===== config.mk =====
export PLATFORM = sky130hd
export DESIGN_NAME = nexys4_fpga
export DESIGN_NICKNAME = d
export VERILOG_FILES = /design/src/rtl/nexys4_pkg.sv /design/src/rtl/sync_fifo16.sv /design/src/rtl/uart_rx6.sv /design/src/rtl/uart_tx6.sv /design/src/rtl/nexys4_fpga.sv
export SDC_FILE = /design/constraint.sdc
export NUM_CORES = 1
export LEC_CHECK = 0
export CORE_MARGIN = 2
export CORE_UTILIZATION = 55
export DETAILED_ROUTE_END_ITERATION = 7
export PLACE_DENSITY_LB_ADDON = 0.08
export SYNTH_ARGS = -nofsm -noshare
export SYNTH_HDL_FRONTEND = slang
export SYNTH_HIERARCHICAL = 1
export SYNTH_SLANG_ARGS = --single-unit

===== constraint.sdc =====
create_clock -name clk -period 3.95 [get_ports clk]
set_input_delay 0.9875 -clock clk [delete_from_list [all_inputs] [get_ports clk]]
set_output_delay 0.9875 -clock clk [all_outputs]
set_load 0.1 [all_outputs]

===== src/rtl/nexys4_pkg.sv =====
// Shared constants and types for the Nexys4 logic-analyzer board top.
// Contents: baud divider default, FIFO depth, banner ROM, engine states,
// command codes, and a banner ROM lookup helper.
package nexys4_pkg;

  localparam int BAUD_DIV_DEF = 54;  // 100 MHz / (16 * 115200), rounded
  localparam int FIFO_DEPTH   = 16;
  localparam int MSG_LEN      = 13;

  localparam logic [7:0] CMD_SNAP = 8'h3F;

  // "HELLO World\r\n"; byte 0 sits in the most significant position.
  localparam logic [MSG_LEN*8-1:0] BANNER = {"HELLO World", 8'h0D, 8'h0A};

  typedef enum logic [1:0] {
    ST_IDLE,
    ST_MSG,
    ST_SNAP
  } eng_state_e;

  function automatic logic [7:0] banner_byte(input logic [3:0] idx);
    return BANNER[8*(MSG_LEN-1-int'(idx)) +: 8];
  endfunction

endpackage


===== src/rtl/sync_fifo16.sv =====
// 16-entry first-word-fall-through byte FIFO shared by the UART TX and RX.
// Ports: clk_i, rst_i (sync, clears pointers), wr_i/din_i (write, dropped
// when full), rd_i (pop, ignored when empty), dout_o (head entry),
// full_o, half_full_o (8 or more entries), present_o (not empty).
module sync_fifo16
  import nexys4_pkg::*;
(
  input  logic       clk_i,
  input  logic       rst_i,
  input  logic       wr_i,
  input  logic       rd_i,
  input  logic [7:0] din_i,
  output logic [7:0] dout_o,
  output logic       full_o,
  output logic       half_full_o,
  output logic       present_o
);
  logic [7:0] mem_q [FIFO_DEPTH];
  logic [3:0] wr_ptr_q, rd_ptr_q;
  logic [4:0] count_q;
  logic       do_wr, do_rd;

  assign full_o      = (count_q == 5'(FIFO_DEPTH));
  assign half_full_o = (count_q >= 5'(FIFO_DEPTH/2));
  assign present_o   = (count_q != 5'd0);
  assign dout_o      = mem_q[rd_ptr_q];
  assign do_wr       = wr_i && !full_o;
  assign do_rd       = rd_i && present_o;

  always_ff @(posedge clk_i) begin
    if (rst_i) begin
      wr_ptr_q <= 4'd0;
      rd_ptr_q <= 4'd0;
      count_q  <= 5'd0;
    end else begin
      if (do_wr) wr_ptr_q <= wr_ptr_q + 4'd1;
      if (do_rd) rd_ptr_q <= rd_ptr_q + 4'd1;
      count_q <= count_q + {4'd0, do_wr} - {4'd0, do_rd};
    end
  end

  always_ff @(posedge clk_i) begin
    if (do_wr) mem_q[wr_ptr_q] <= din_i;
  end

endmodule


===== src/rtl/uart_rx6.sv =====
// UART receiver, 8N1, LSB first, 16 baud ticks per bit, with 16-byte FIFO.
// Ports: clk, buffer_reset (sync, abandons frame and empties FIFO),
// en_16_x_baud (16x baud tick), serial_in (already synchronized, idle high),
// data_out/buffer_read (FIFO head and pop), buffer_full, buffer_half_full,
// buffer_data_present. Frames with a low stop bit are discarded.
module uart_rx6 (
  input  logic       clk,
  input  logic       buffer_reset,
  input  logic       en_16_x_baud,
  input  logic       serial_in,
  output logic [7:0] data_out,
  input  logic       buffer_read,
  output logic       buffer_full,
  output logic       buffer_half_full,
  output logic       buffer_data_present
);
  logic       prev_q, busy_q;
  logic [3:0] tick_q, bit_q;
  logic [7:0] shift_q;
  logic       mid, fifo_wr;

  // tick_q wraps every 16 ticks, so tick 8 is mid-bit for every bit of the frame.
  assign mid     = en_16_x_baud && busy_q && (tick_q == 4'd8);
  assign fifo_wr = mid && (bit_q == 4'd9) && serial_in;

  sync_fifo16 u_fifo (
    .clk_i      (clk),
    .rst_i      (buffer_reset),
    .wr_i       (fifo_wr),
    .rd_i       (buffer_read),
    .din_i      (shift_q),
    .dout_o     (data_out),
    .full_o     (buffer_full),
    .half_full_o(buffer_half_full),
    .present_o  (buffer_data_present)
  );

  always_ff @(posedge clk) begin
    if (buffer_reset) begin
      prev_q <= 1'b1;
      busy_q <= 1'b0;
      tick_q <= 4'd0;
      bit_q  <= 4'd0;
    end else if (en_16_x_baud) begin
      prev_q <= serial_in;
      if (!busy_q) begin
        if (prev_q && !serial_in) begin
          busy_q <= 1'b1;
          tick_q <= 4'd1;
          bit_q  <= 4'd0;
        end
      end else begin
        tick_q <= tick_q + 4'd1;
        if (tick_q == 4'd8) begin
          // A start bit that is high again at mid-bit was a glitch.
          if ((bit_q == 4'd0) && serial_in) busy_q <= 1'b0;
          else if (bit_q == 4'd9)           busy_q <= 1'b0;
          else                              bit_q  <= bit_q + 4'd1;
        end
      end
    end
  end

  always_ff @(posedge clk) begin
    if (mid && (bit_q != 4'd0) && (bit_q != 4'd9)) shift_q <= {serial_in, shift_q[7:1]};
  end

endmodule


===== src/rtl/uart_tx6.sv =====
// UART transmitter, 8N1, LSB first, 16 baud ticks per bit, with 16-byte FIFO.
// Ports: clk, buffer_reset (sync, aborts frame and empties FIFO),
// en_16_x_baud (16x baud tick), data_in/buffer_write (FIFO write),
// serial_out (idle high), buffer_full, buffer_half_full, buffer_data_present.
module uart_tx6 (
  input  logic       clk,
  input  logic       buffer_reset,
  input  logic       en_16_x_baud,
  input  logic [7:0] data_in,
  input  logic       buffer_write,
  output logic       serial_out,
  output logic       buffer_full,
  output logic       buffer_half_full,
  output logic       buffer_data_present
);
  logic [7:0] fifo_dout;
  logic       fifo_rd;
  logic       busy_q;
  logic [3:0] tick_q, bit_q;
  logic [8:0] shift_q;
  logic       txd_q;
  logic       bit_end, frame_end;

  sync_fifo16 u_fifo (
    .clk_i      (clk),
    .rst_i      (buffer_reset),
    .wr_i       (buffer_write),
    .rd_i       (fifo_rd),
    .din_i      (data_in),
    .dout_o     (fifo_dout),
    .full_o     (buffer_full),
    .half_full_o(buffer_half_full),
    .present_o  (buffer_data_present)
  );

  assign serial_out = txd_q;
  assign bit_end    = busy_q && (tick_q == 4'd15);
  assign frame_end  = bit_end && (bit_q == 4'd9);
  // Load straight after a stop bit too, so back-to-back frames are exactly 160 ticks.
  assign fifo_rd    = en_16_x_baud && buffer_data_present && (!busy_q || frame_end);

  // bit_q: 0 = start, 1..8 = data, 9 = stop
  always_ff @(posedge clk) begin
    if (buffer_reset) begin
      busy_q <= 1'b0;
      tick_q <= 4'd0;
      bit_q  <= 4'd0;
      txd_q  <= 1'b1;
    end else if (en_16_x_baud) begin
      if (fifo_rd) begin
        busy_q <= 1'b1;
        tick_q <= 4'd0;
        bit_q  <= 4'd0;
        txd_q  <= 1'b0;
      end else if (frame_end) begin
        busy_q <= 1'b0;
        txd_q  <= 1'b1;
      end else if (busy_q) begin
        tick_q <= tick_q + 4'd1;
        if (bit_end) begin
          bit_q <= bit_q + 4'd1;
          txd_q <= shift_q[0];
        end
      end
    end
  end

  // Stop bit rides in the top of the shifter and reaches bit 0 after the data.
  always_ff @(posedge clk) begin
    if (fifo_rd) shift_q <= {1'b1, fifo_dout};
    else if (en_16_x_baud && bit_end) shift_q <= {1'b1, shift_q[8:1]};
  end

endmodule


===== src/rtl/nexys4_fpga.sv =====
// Nexys4 board top: USB-UART bridge to a small command/message engine.
// A rising edge on sw[1] or btnC queues "HELLO World\r\n"; received bytes
// are echoed and shown on led[7:0]; '?' returns the JA then JB probe bytes.
// Ports: clk (100 MHz), btnCpuReset (sync, active-high), btnC (trigger),
// btnW/E/N/S (unused), sw[15:0] (sw[1] trigger, sw[15:8] to led[15:8]),
// led[15:0], uart_rxd/uart_txd (8N1 serial), JA/JB (probe inputs).
module nexys4_fpga
  import nexys4_pkg::*;
#(
  parameter int TB_MODE  = 0,
  parameter int BAUD_DIV = BAUD_DIV_DEF
) (
  input  logic        clk,
  input  logic        btnCpuReset,
  input  logic        btnW,
  input  logic        btnE,
  input  logic        btnN,
  input  logic        btnS,
  input  logic        btnC,
  input  logic [15:0] sw,
  output logic [15:0] led,
  input  logic        uart_rxd,
  output logic        uart_txd,
  input  logic [7:0]  JA,
  input  logic [7:0]  JB
);
  logic        rst;
  logic [33:0] sync1_q, sync2_q;
  logic [15:0] sw_s;
  logic        btnc_s, rxd_s;
  logic [7:0]  ja_s, jb_s;
  logic [1:0]  trig_prev_q;
  logic        trig_edge;
  logic [15:0] baud_cnt_q;
  logic        baud_tick_q, en_16;
  logic        tx_wr, tx_full, tx_half, tx_present;
  logic [7:0]  tx_din;
  logic        rx_rd, rx_full, rx_half, rx_present;
  logic [7:0]  rx_dout;
  eng_state_e  state_q, state_d;
  logic [3:0]  idx_q, idx_d;
  logic        pend_q, pend_d;
  logic [7:0]  led_lo_q, led_lo_d;
  logic [7:0]  led_hi_q;
  logic        unused_ok;

  assign rst = btnCpuReset;

  // Synchronizers and trigger history run through reset, so a level already
  // high when reset is released does not count as an edge.
  always_ff @(posedge clk) begin
    sync1_q     <= {uart_rxd, JB, JA, btnC, sw};
    sync2_q     <= sync1_q;
    trig_prev_q <= {btnc_s, sw_s[1]};
  end

  assign sw_s      = sync2_q[15:0];
  assign btnc_s    = sync2_q[16];
  assign ja_s      = sync2_q[24:17];
  assign jb_s      = sync2_q[32:25];
  assign rxd_s     = sync2_q[33];
  assign trig_edge = |({btnc_s, sw_s[1]} & ~trig_prev_q);

  always_ff @(posedge clk) begin
    if (rst) begin
      baud_cnt_q  <= 16'd0;
      baud_tick_q <= 1'b0;
    end else if (baud_cnt_q == 16'(BAUD_DIV-1)) begin
      baud_cnt_q  <= 16'd0;
      baud_tick_q <= 1'b1;
    end else begin
      baud_cnt_q  <= baud_cnt_q + 16'd1;
      baud_tick_q <= 1'b0;
    end
  end

  assign en_16 = (TB_MODE != 0) ? 1'b1 : baud_tick_q;

  uart_tx6 u_tx (
    .clk                (clk),
    .buffer_reset       (rst),
    .en_16_x_baud       (en_16),
    .data_in            (tx_din),
    .buffer_write       (tx_wr),
    .serial_out         (uart_txd),
    .buffer_full        (tx_full),
    .buffer_half_full   (tx_half),
    .buffer_data_present(tx_present)
  );

  uart_rx6 u_rx (
    .clk                (clk),
    .buffer_reset       (rst),
    .en_16_x_baud       (en_16),
    .serial_in          (rxd_s),
    .data_out           (rx_dout),
    .buffer_read        (rx_rd),
    .buffer_full        (rx_full),
    .buffer_half_full   (rx_half),
    .buffer_data_present(rx_present)
  );

  // A trigger arriving while busy is held one deep; later ones are lost.
  always_comb begin
    state_d  = state_q;
    idx_d    = idx_q;
    pend_d   = pend_q;
    led_lo_d = led_lo_q;
    tx_wr    = 1'b0;
    tx_din   = rx_dout;
    rx_rd    = 1'b0;
    unique case (state_q)
      ST_IDLE: begin
        if (trig_edge || pend_q) begin
          state_d = ST_MSG;
          idx_d   = 4'd0;
          pend_d  = 1'b0;
        end else if (rx_present && !tx_full) begin
          rx_rd    = 1'b1;
          led_lo_d = rx_dout;
          if (rx_dout == CMD_SNAP) begin
            state_d = ST_SNAP;
            idx_d   = 4'd0;
          end else begin
            tx_wr = 1'b1;
          end
        end
      end
      ST_MSG: begin
        if (trig_edge) pend_d = 1'b1;
        tx_din = banner_byte(idx_q);
        if (!tx_full) begin
          tx_wr = 1'b1;
          idx_d = idx_q + 4'd1;
          if (idx_q == 4'(MSG_LEN-1)) state_d = ST_IDLE;
        end
      end
      ST_SNAP: begin
        if (trig_edge) pend_d = 1'b1;
        tx_din = idx_q[0] ? jb_s : ja_s;
        if (!tx_full) begin
          tx_wr = 1'b1;
          idx_d = idx_q + 4'd1;
          if (idx_q[0]) state_d = ST_IDLE;
        end
      end
      default: state_d = ST_IDLE;
    endcase
  end

  always_ff @(posedge clk) begin
    if (rst) begin
      state_q  <= ST_IDLE;
      idx_q    <= 4'd0;
      pend_q   <= 1'b0;
      led_lo_q <= 8'd0;
      led_hi_q <= 8'd0;
    end else begin
      state_q  <= state_d;
      idx_q    <= idx_d;
      pend_q   <= pend_d;
      led_lo_q <= led_lo_d;
      led_hi_q <= sw_s[15:8];
    end
  end

  assign led = {led_hi_q, led_lo_q};

  assign unused_ok = ^{btnW, btnE, btnN, btnS, sw_s[7:2], sw_s[0],
                       tx_half, tx_present, rx_full, rx_half};

endmodule


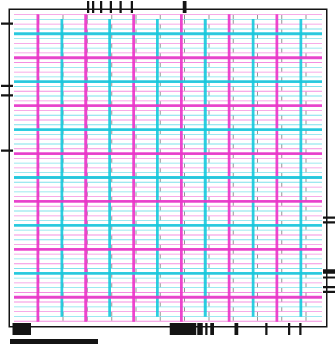
Fig. 1. Floorplan with the power grid.
Scale bar: 50 um. Pins as bars on the die edge. Tap cells in grey.
Key: VDD = cyan; VSS = magenta
12 straps on met4. 396 tap cells.

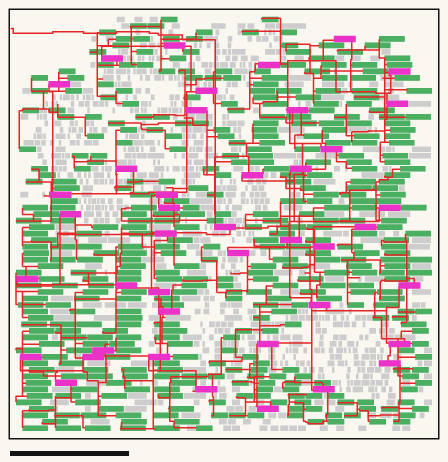
Fig. 2. Routed clock nets over the placement.
Scale bar: 50 um.
Key: flip-flops = green [count 422]; clock wires = red [length 4640 um]; clock drivers = magenta [count 42]
There are 43 routed clock nets.

==> out/qor.yml <==
pwr:
  p_switching_mw: 3.64
  clkPwrFrac_pct: 31.0
  switching_share_pct: 29.1
  sequentialPowerShare_pct: 43.6
  power_frac_comb_pct: 25.3
timing:
  finalClockSkew_ns: 0.0214
  hold_viol_final: 0
  max_slew_margin_pct: 19.8
  setup_viol: 0
  max_freq_ghz: 0.271
final_layout:
  buf_share_pct: 4.69
  seq_share_pct: 57.5
  diodes: 0
  logic_gate_count: 607
  largestClassByArea: "registers"
  layout_top_cell: "edfxtp_1"
  fin_area_um2: 19400
synth:
  avgSynthCellArea_um2: 15.0
  netlist_area_um2: 16900
  fp_nets: 1214
  synth_cells: 1132
place:
  portBuffers: 45
  dpl_worst_slack_ns: 0.0692
  hpwlAfterDp_um: 20300
  finalWeightedCongestion: 0.816
worst_setup_path:
  path_class: "flop to flop"
  worstPathRequired_ns: 4.36
  cp_max_fo: 4
  critPathTopFamily: "simple AND/OR/NAND/NOR gates"
run_status:
  status: "completed"
routing:
  wl_per_cell_um: 19.5
  dr.first_iter.drc_count: 635
  remaining_drc_errors: 0
  drt-pass1-iter-count: 5
floorplan:
  die_w_um: 179
  initCoreUtil_pct: 55.6
global_routing:
  grt_pass1_vias: 9239
  grt-ovfl-total: 0
cts:
  cts_tree: "built"
run:
  warnings: 56
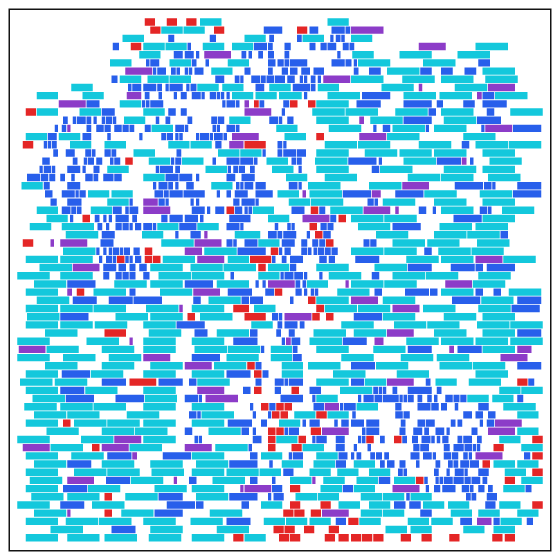
Fig. 3. Placement by cell class.
Key: clock drivers and dummy loads = purple [cells 76, share of their area 7.2%]; combinational and other logic = blue [cells 657, share of their area 29%]; flops = cyan [cells 422, share of their area 59%]; other buffers and delay cells = red [cells 97, share of their area 4.8%]

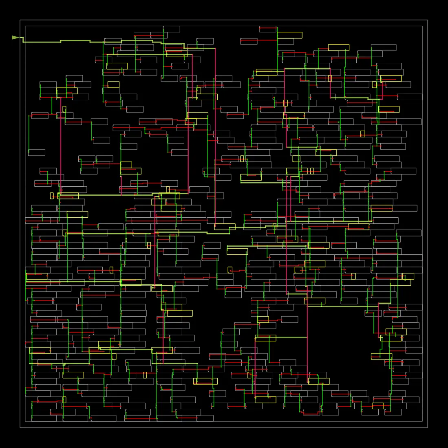
Fig. 4. The clock network.
Late-Pin Clk Latency: 0.54 ns
CTS sink cnt: 422
CTS Buf Count: 42
FFs & Latches: 422

## timing repair
action | 4_1_cts | 5_1_grt
setup endpoints to repair | 0 | 2
buffers inserted | 0 | 7
gates resized | 0 | 10
## power by group through the flow
stage | registers [mW] | clock network [mW] | logic (mW)
detailed placement | 5.58 | 0 | 3.02
global route | 5.49 | 4.16 | 3.49
finish | 5.46 | 3.89 | 3.17
CTS | 5.48 | 3.98 | 3.04
global placement | 5.56 | 0 | 2.96
floorplan | 5.75 | 0 | 1.94
## stage by stage
stage          hold slack [ns]  total power [mW]  instances  utilization (%)
6_report                 0.322              12.5       1648             63.8
3_3_place_gp             0.310              8.53       1564             58.9
4_1_cts                  0.324              12.5       1640             63.4
3_5_place_dp             0.312              8.60       1564             58.9
2_1_floorplan            0.310              7.69       1132                -
5_1_grt                  0.330              13.1       1648             63.8
## sequential cells by signal, indices dropped and copies added (netlist names), 5 cells and up, named ones only
| register | flops |
|---|---|
| u_tx/u_fifo/mem_q | 128 |
| u_tx/shift_q | 8 |
| u_rx/shift_q | 8 |
| sync2_q | 27 |
| sync1_q | 27 |
| baud_cnt_q | 16 |
| led_lo_q | 8 |
| u_tx/u_fifo/count_q | 5 |
| u_rx/u_fifo/mem_q | 128 |
| u_rx/u_fifo/count_q | 5 |
| led_hi_q | 8 |
## worst paths after layout
check                   start                      to  slack [ns]  cells past startpoint
setup reg to reg         flop  u_tx/u_fifo/count_q[4]        0.26                     18
hold / removal    sync1_q[29]             sync2_q[29]        0.32                      0
hold reg to reg   sync1_q[29]             sync2_q[29]        0.32                      0
setup / recovery         flop  u_tx/u_fifo/count_q[4]        0.26                     18
## metal layers
metal	vias up	track usage, %
met1	4656	27.6
met4	0	5.40
met5	-	0
met3	45	2.90
met2	176	32.8
li1	4457	-
No activity file was given, so power comes from the tool's default toggle rates.
